## config.mk

```make
export PLATFORM = sky130hd
export DESIGN_NAME = seq_ripple_adder
export DESIGN_NICKNAME = d
export VERILOG_FILES = /design/src/rtl/seq_adder_pkg.sv /design/src/rtl/chunk_adder.sv /design/src/rtl/seq_ripple_adder.sv
export SDC_FILE = /design/constraint.sdc
export NUM_CORES = 1
export LEC_CHECK = 0
export ABC_AREA = 1
export CORE_UTILIZATION = 50
export DETAILED_ROUTE_END_ITERATION = 10
export GPL_TIMING_DRIVEN = 0
export HOLD_SLACK_MARGIN = 0.08
export PLACE_DENSITY = 0.78
export REMOVE_ABC_BUFFERS = 1
export SYNTH_ARGS = -nofsm -noshare
export SYNTH_HDL_FRONTEND = slang
export SYNTH_HIERARCHICAL = 1
export SYNTH_SLANG_ARGS = --single-unit
```

## constraint.sdc

```tcl
create_clock -name clk -period 9.3 [get_ports clk]
set_clock_uncertainty 0.1 [all_clocks]
set_input_delay 1.86 -clock clk [delete_from_list [all_inputs] [get_ports clk]]
set_output_delay 1.86 -clock clk [all_outputs]
set_load 0.03 [all_outputs]
```

## src/rtl/seq_adder_pkg.sv

```systemverilog
// Shared types for the multi-cycle chunked ripple adder.
package seq_adder_pkg;

  typedef enum logic [1:0] {
    IDLE = 2'd0,
    RUN  = 2'd1,
    HOLD = 2'd2
  } state_t;

  // Index width for a counter over n items; never narrower than one bit.
  function automatic int idx_width(input int n);
    return (n > 1) ? $clog2(n) : 1;
  endfunction

endpackage

```

## src/rtl/chunk_adder.sv

```systemverilog
// Combinational CHUNK-bit ripple-carry adder made of full-adder cells.
module chunk_adder #(
  parameter int CHUNK = 8
) (
  input  logic [CHUNK-1:0] a,
  input  logic [CHUNK-1:0] b,
  input  logic             cin,
  output logic [CHUNK-1:0] sum,
  output logic             cout
);

  logic [CHUNK:0] c;

  assign c[0] = cin;

  for (genvar i = 0; i < CHUNK; i++) begin : g_fa
    assign sum[i]   = a[i] ^ b[i] ^ c[i];
    assign c[i+1]   = (a[i] & b[i]) | (c[i] & (a[i] ^ b[i]));
  end

  assign cout = c[CHUNK];

endmodule

```

## src/rtl/seq_ripple_adder.sv

```systemverilog
// Sequential adder/subtractor: one CHUNK-bit slice per cycle through a single
// chunk_adder, result and flags held until the consumer takes them.
module seq_ripple_adder
  import seq_adder_pkg::*;
#(
  parameter int WIDTH = 32,
  parameter int CHUNK = 8
) (
  input  logic             clk,
  input  logic             rst,
  input  logic             in_valid,
  output logic             in_ready,
  input  logic [WIDTH-1:0] a,
  input  logic [WIDTH-1:0] b,
  input  logic             cin,
  input  logic             sub,
  output logic             out_valid,
  input  logic             out_ready,
  output logic [WIDTH-1:0] sum,
  output logic             cout,
  output logic             ovf,
  output logic             zero,
  output state_t           dbg_state
);

  localparam int NCHUNK = (CHUNK >= 1) ? WIDTH / CHUNK : 1;
  localparam int IW     = idx_width(NCHUNK);
  localparam int MSB    = WIDTH - 1;
  localparam logic [IW-1:0] LAST = IW'(NCHUNK - 1);

  if (CHUNK < 1) begin : g_bad_chunk
    $fatal(1, "seq_ripple_adder: CHUNK must be >= 1");
  end else if (WIDTH % CHUNK != 0) begin : g_bad_width
    $fatal(1, "seq_ripple_adder: WIDTH must be a multiple of CHUNK");
  end

  state_t           state;
  logic [IW-1:0]    k;
  logic [WIDTH-1:0] a_r;
  logic [WIDTH-1:0] b_r;
  logic             carry;
  logic [31:0]      base;
  logic [CHUNK-1:0] a_c;
  logic [CHUNK-1:0] b_c;
  logic [CHUNK-1:0] c_sum;
  logic             c_out;
  logic [WIDTH-1:0] sum_nxt;

  // Handshakes: a transfer happens on a rising edge where valid and ready are
  // both high; in_ready is high only in IDLE, out_valid only in HOLD, and
  // nothing offered outside those states is looked at.
  assign in_ready  = (state == IDLE);
  assign out_valid = (state == HOLD);
  assign dbg_state = state;

  assign base = 32'(k) * 32'(CHUNK);
  assign a_c  = a_r[base +: CHUNK];
  assign b_c  = b_r[base +: CHUNK];

  chunk_adder #(.CHUNK(CHUNK)) u_chunk (
    .a    (a_c),
    .b    (b_c),
    .cin  (carry),
    .sum  (c_sum),
    .cout (c_out)
  );

  always_comb begin
    sum_nxt = sum;
    sum_nxt[base +: CHUNK] = c_sum;
  end

  always_ff @(posedge clk) begin
    if (rst) begin
      state <= IDLE;
      k     <= '0;
      a_r   <= '0;
      b_r   <= '0;
      carry <= 1'b0;
      sum   <= '0;
      cout  <= 1'b0;
      ovf   <= 1'b0;
      zero  <= 1'b0;
    end else begin
      case (state)
        IDLE: begin
          if (in_valid) begin
            // Subtract is a + ~b + 1, so the inversion and the +1 happen here.
            a_r   <= a;
            b_r   <= sub ? ~b : b;
            carry <= sub | cin;
            k     <= '0;
            state <= RUN;
          end
        end
        RUN: begin
          sum   <= sum_nxt;
          carry <= c_out;
          if (k == LAST) begin
            k     <= '0;
            cout  <= c_out;
            ovf   <= (a_r[MSB] == b_r[MSB]) && (sum_nxt[MSB] != a_r[MSB]);
            zero  <= (sum_nxt == '0);
            state <= HOLD;
          end else begin
            k <= k + 1'b1;
          end
        end
        HOLD: begin
          if (out_ready) state <= IDLE;
        end
        default: state <= IDLE;
      endcase
    end
  end

endmodule

```

Run 1, cell density map:
The bar under the picture is 20 um long. 11 x 11 tiles, from dark purple (low) to yellow (high), 0 to 100% covered.
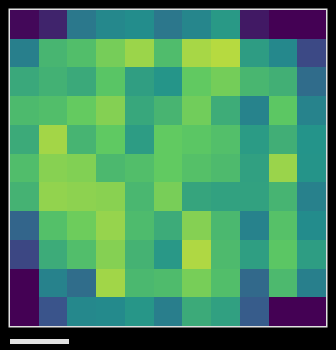
22% of the tiles are over 75% full. The mean over all tiles is 58%. 5.0% of the tiles are nearly empty.

Run 1, signal metal coverage by tile:
21 x 21 tiles, from dark purple (low) to yellow (high), scaled to the fullest tile. Values are wire area over tile area, all layers added.
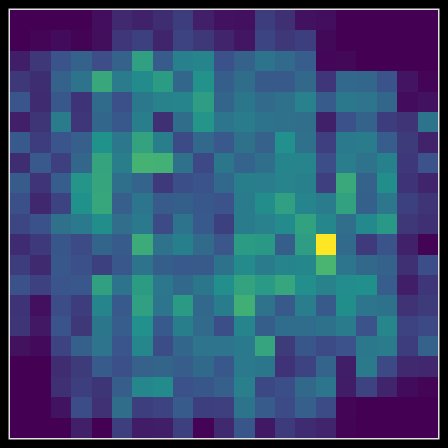
7.5% of the tiles are over half the peak. The fullest tile reaches 0.65. The mean over all tiles is 0.18.

Run 1, signal wires by layer:
Two of the layers only.
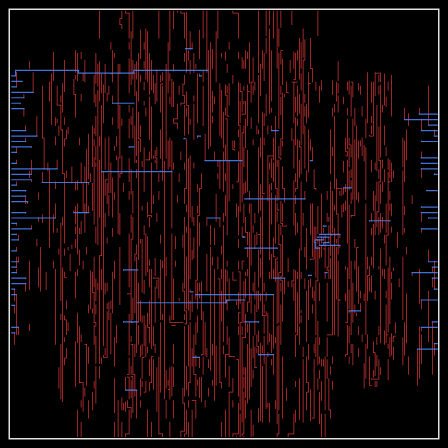
Blue stands for met3, wire length 417 um. Red stands for met2, wire length 6460 um.

Run 1, the clock network:
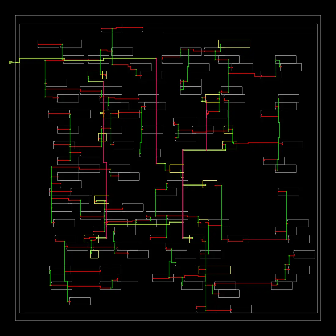
# clk buffers: 10
num sequential: 104
clock sinks: 104
clock network power: 0.317 mW
clk_lat worst skew: 380 ps

==> notes.md, run 1 <==
fresh numbers from the pnr run: outcome finished, final reports clean, Die Size 11340 um2, Peak Freq 0.1548 GHz, # diodes 0, Antenna Violating Nets Remaining 0, YS warnings 6, area fraction in mux cells 0%, aoi share 17.58%, placed cell area 6529 um2, CTS H-tree depth 3, largest net degree at the start of global routing 67, via count of the first global-routing pass 4660, leakage 2.925 nW, layout cells sized above 1 3.725%, sw power 0.3904 mW, number of setup buffers added after CTS 0, Setup-failing EPs final 0, post-synthesis instance total 781, Least-Margin Pin Slew 1106 ps, Crit path required time 9470 ps, dpl cells 979, WL final 12940 um, #FFs+latches synth 104, XORs/XNORs by Area 5.133%, Pwr Density 172.7 nW/um2, first-pass GRT wire length 21230 um, clock power share 27.2%, sw frac 33.48%, Overall Global Routing Usage 23.46%, Simple-Gate Area Share 23.90%, Sequential Power Share 44.1%, drt first pass iters 4, area grow syn2layout 23.60%, maxcap violations 0, ys flop type dfxtp_1, register area 2083 um2, maximum vdd drop 0.08579 mV, Crit path arrival time 6630 ps, Hold Fails Final Rpt 0, Design Area, Final 6749 um2, relative slew slack 26.20%, detailed-route via count 5072, post-DR wirelength/cell 13.00 um, chip height 106.5 um
## run 1: state kept, by name (all words and copies together), names as in the netlist
register   cells
b_r           32
a_r           32
dbg_state      2
cout           1
zero           1
sum           32
carry          1
k              2
ovf            1
## run 1: kinds of logic (layout without fill, tap and decap cells)
family,after synthesis,count (layout)
AND-OR/OR-AND,155,155
XOR/XNOR,32,32
buffers and inverters,146,224
adder cells (fa/ha/maj),14,14
flip-flops,104,104
AND/OR/NAND/NOR,330,330
## run 1: power by group through the flow
stage | Clock, mW | Combinational [mW] | Sequential, mW
floorplan | 0 | 0.191 | 0.541
global placement | 0 | 0.327 | 0.522
detailed placement | 0 | 0.334 | 0.525
CTS | 0.318 | 0.335 | 0.514
global route | 0.334 | 0.374 | 0.520
finish | 0.317 | 0.334 | 0.514
## run 1: layout by cell type (no fill, tap or decap), types with 5 or more instances in the layout
| cell type | netlist | layout |
|---|---|---|
| o22ai_1 | 16 | 16 |
| xnor2_1 | 32 | 32 |
| clkdlybuf4s50_1 | 0 | 106 |
| clkbuf_8 | 0 | 9 |
| o21ai_0 | 69 | 69 |
| nor2_1 | 204 | 203 |
| inv_1 | 92 | 92 |
| fa_1 | 8 | 8 |
| o211ai_1 | 29 | 29 |
| dfxtp_1 | 104 | 103 |
| nand2_1 | 96 | 96 |
| a211oi_1 | 33 | 33 |
| nand3_1 | 24 | 24 |
| a21oi_1 | 5 | 5 |
| ha_1 | 6 | 6 |
## run 1: critical path, cell delays in order (launching register included)
cell	delay [ps]
dfxtp_2	900
inv_1	740
o21ai_0	380
o22ai_1	140
fa_1	420
inv_1	80
fa_1	150
inv_1	50
fa_1	370
fa_1	380
fa_1	380
fa_1	390
fa_1	400
inv_1	90
fa_1	410
inv_1	130
nand3_1	120
nor2_1	190
nor2_2	70
inv_1	80
nor2_1	50
o31ai_1	230
inv_1	60
## run 1: layer usage
metal | wire [um] | global-route usage, %
met1 | 5830 | 28.47
met2 | 6456 | 42.39
met3 | 417 | 3.127
met4 | 233 | 8.023
met5 | 0 | 0
## run 1: cell type report
type                       instances  area share [%]
multi-input combinational        531           41.31
tap                              136           2.521
inverter                          98           5.469
clock buffer                      10           1.891
clock inverter                     6           1.372
sequential                       104           30.87
timing repair buffer             110           16.57
## run 1: worst paths after layout
check,endpoint,slack (ps),from,depth (start not counted)
worst max-delay path,ovf$_SDFFE_PP0P_,2840,k[0]$_SDFFE_PP0P_,22
worst min-delay path,cout$_SDFFE_PP0P_,390,cout$_SDFFE_PP0P_,2
worst max register to register,ovf$_SDFFE_PP0P_,2840,k[0]$_SDFFE_PP0P_,22
worst min register to register,cout$_SDFFE_PP0P_,390,cout$_SDFFE_PP0P_,2
## run 1: per-stage QoR
| step | hold slack [ps] | setup slack [ps] | power, mW |
|---|---|---|---|
| after global routing | 410.0 | 2349 | 1.228 |
| after global placement | 359.1 | 2067 | 0.8494 |
| after detailed placement | 368.2 | 2846 | 0.8588 |
| after floorplan | 349.5 | 3372 | 0.7325 |
| after CTS | 389.9 | 2841 | 1.168 |
| final | 386.1 | 2839 | 1.166 |
Run 1, register map, names as in the netlist:
The bar under the picture is 20 um long. Other sequential cells in the stronger grey, the rest of the logic in the fainter grey.
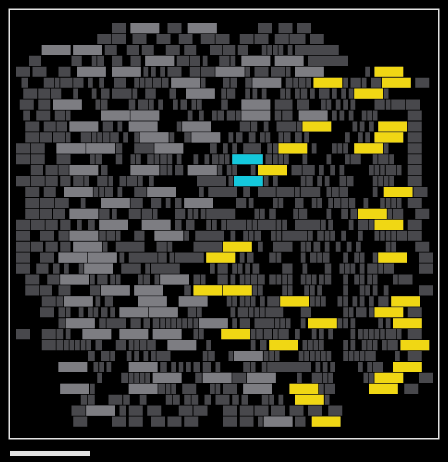

--- run 2 (diff from run 1) ---
Clock period 9.3 ns to 6.05 ns, I/O delays scaled along.
Run 2, register map, names as in the netlist:
The bar under the picture is 20 um long. Other sequential cells in the stronger grey, the rest of the logic in the fainter grey.
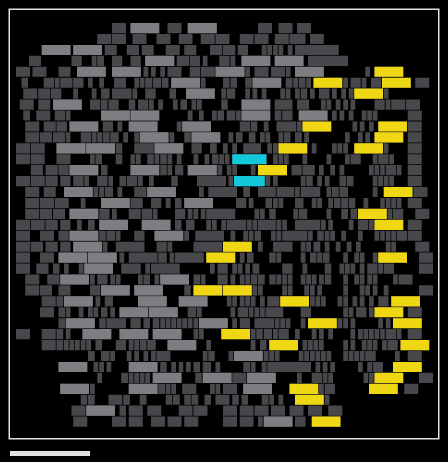
Yellow stands for `sum`, sequential cells 32. Cyan stands for `k`, sequential cells 2.
Another 70 sequential cells are not coloured.
register area: 2087 um2
sequential share of cell area: 30.80%
Final Util: 64.77%

Run 2, signal wires by layer:
Two of the layers only.
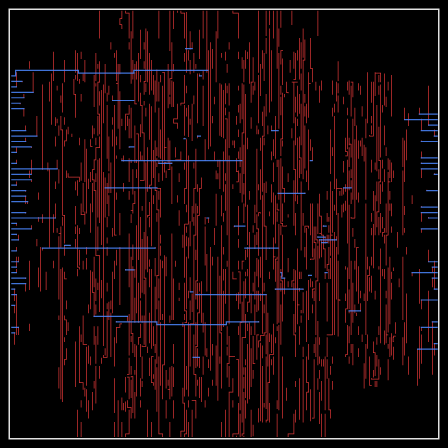
Red stands for met2, wire length 6560 um. Blue stands for met3, wire length 433 um.
post-DR wirelength/cell: 13.04 um
WL final: 13020 um
detailed-route via count: 5076

Run 2, the clock network:
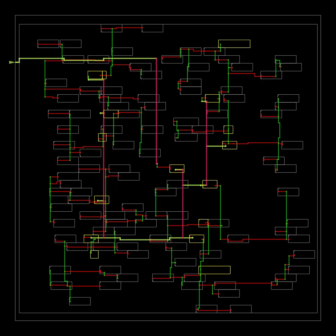
CTS buffer count: 9
clock network power: 0.488 mW

==> run 2 against run 1 <==
  * Final area increased by 0.41%
  * Power increased by 54%
  * First-iteration DRC count increased by 2.6%
  * Routed wire length increased by 0.63%
  * Final cell count increased by 0.30%
  * Via count about the same
  * Die size unchanged
  * Utilization increased by 0.26 points
  * Worst setup slack got worse by 2500 ps
  * Largest cell class unchanged
==> notes.md, run 2 <==
fresh numbers from the pnr run: chip area line of the yosys report 5460 um2, initial DRC count 200, Final period util 93.67%, hold_buf cts 0, Commonest Layout Cell nor2_1, Top Registers a_r x32, b_r x32, sum x32, CTS tree done, first-pass GRT wire length 21380 um, most common logic cells in the final layout nor2_1 (203), clkdlybuf4s50_1 (106), dfxtp_1 (102), largest net degree at the start of global routing 67, Die Size 11340 um2, via count of the first global-routing pass 4671, mean post-synth cell area 6.991 um2, Worst Setup Start Kind register, Top cells by area dfxtp_1 (38%), nor2_1 (14%), nand2_1 (6.6%), inv_1 (6.3%), o21ai_0 (6.3%), Crit path arrival time 5840 ps, post-detail-place hpwl 9151 um, clock sinks 104, pre-CTS setup slack -403.7 ps, # DRC 0, Setup-failing EPs final 0, #FFs+latches synth 104, placed cell area 6529 um2, # IOs 109, core footprint 10460 um2, Worst Setup Slack, final 383.2 ps, Final Max Tran Viols 0, Yosys Instances 781, Total Power 1.795 mW, critical path type reg -> reg, maxcap violations 0, YS warnings 6, most instantiated library cell after synthesis nor2_1, # diodes 0, Overall Global Routing Usage 23.69%, Top-area cell share 38.13%, chip height 106.5 um, synth unique cells 26, relative slew slack 38.24%, post-synthesis instance total 781, Design Area, Final 6777 um2, area grow syn2layout 24.11%, ys flop type dfxtp_1, ys async rst share 0%, Pwr Density 264.9 nW/um2, CTS clk-pin slew, worst paths 100 ps, Peak Freq 0.1765 GHz, Hold Fails Final Rpt 0, Via density 5.086, outcome finished, final reports clean, fin nets 941, Buffers on Ports 108, layout cells sized above 1 4.292%, initial antenna violation count 0, maximum vdd drop 0.1315 mV, Crit path required time 6220 ps, area of the mapped netlist 5460 um2, crit end category register, OpenROAD warnings 30, RSZ-0062 raised after global routing false, drt first pass iters 4, commonest cells in the netlist nor2_1 (204), dfxtp_1 (104), nand2_1 (96), Least-Margin Pin Slew 924.2 ps, Synth Seq Share 38.13%, maximum fanout along the worst path 21, clock tree buffer depth 2, Hold Slack 387.8 ps, post-synth top area cell dfxtp_1, CTS H-tree depth 3, Pre-Place Util 52.19%, Antenna Violating Nets Remaining 0, crit path time final 5667 ps, Row Count 37, Hold Crit Class reg -> reg, clk_lat worst skew 380 ps, Die X 106.5 um, GPL Wtd Cong 0.8787, gr ovfl total 0, leakage 2.933 nW, CTS root buffer clkbuf_8, EDFF count, synth 0
## run 2: cell count changes in the layout (fill, tap and decap cells not counted)
| cell | previous run | this run |
|---|---|---|
| inv_1 | 92 | 91 |
| dfxtp_1 | 103 | 102 |
| clkinvlp_4 | 2 | 3 |
| clkinvlp_2 | 0 | 1 |
| buf_4 | 0 | 2 |
| dfxtp_4 | 0 | 1 |
## run 2: critical path, stage by stage (launching register included)
cell and delay [ps]:
dfxtp_2 630, inv_1 450, o21ai_0 200, o22ai_1 120, fa_1 420, inv_1 80
fa_1 160, inv_1 50, fa_1 370, fa_1 380, fa_1 380, fa_1 390
fa_1 410, inv_1 90, fa_1 410, inv_1 140, nand3_1 120, nor2_1 180
nor2_2 70, inv_1 80, nor2_1 50, o31ai_1 230, inv_1 60
## run 2: final cells by class
class,count,area (um2)
Inverter,98,372.9
Tap cell,136,170.2
Fill cell,963,3686
Sequential cell,104,2087
Timing Repair inverter,1,5.005
Clock buffer,10,127.6
Timing Repair Buffer,112,1134
Multi-Input combinational cell,531,2788
Clock inverter,6,92.59
## run 2: layer usage
layer / vias up / global-route usage, % / wire length [um] / part of all wire (%)
met1: 2306 / 28.48 / 5788 / 44
li1: 2636 / - / - / -
met5: - / 0 / 0 / 0
met2: 112 / 43.18 / 6557 / 50
met3: 22 / 3.127 / 432 / 3.3
met4: 0 / 8.023 / 238 / 1.8
## run 2: repair_timing
action	4_1_cts	5_1_grt
pin swaps	0	0
resized	2	1
cloned	1	0
buffers inserted	0	2
endpoints found under the setup margin	6	5
## run 2: cell families after synthesis
group | after synthesis | share of synthesized area (%)
buffers and inverters | 146 | 10.95
AOI/OAI and AO/OA | 155 | 17.58
xor gates and xnor gates | 32 | 5.133
DFF | 104 | 38.13
and+or+nand+nor | 330 | 23.90
adders and majority gates | 14 | 4.308
## run 2: final timing paths
path / start / slack, ps / end / depth (start not counted)
setup reg to reg: k[1]$_SDFFE_PP0P_ / 380 / ovf$_SDFFE_PP0P_ / 22
setup / recovery: k[1]$_SDFFE_PP0P_ / 380 / ovf$_SDFFE_PP0P_ / 22
hold reg to reg: cout$_SDFFE_PP0P_ / 390 / cout$_SDFFE_PP0P_ / 2
hold / removal: cout$_SDFFE_PP0P_ / 390 / cout$_SDFFE_PP0P_ / 2
## run 2: through the flow
| step | std cells | TNS, ps |
|---|---|---|
| floorplan | 733 | 0 |
| global placement | 977 | -8677 |
| detailed placement | 979 | -1105 |
| CTS | 996 | 0 |
| global route | 998 | 0 |
| finish | 998 | 0 |
## run 2: report_power, final
group	internal, mW	switching [mW]
clock	0.236	0.252
sequential	0.744	0.0476
combinational	0.214	0.302
Power and IR drop assume default switching activity.
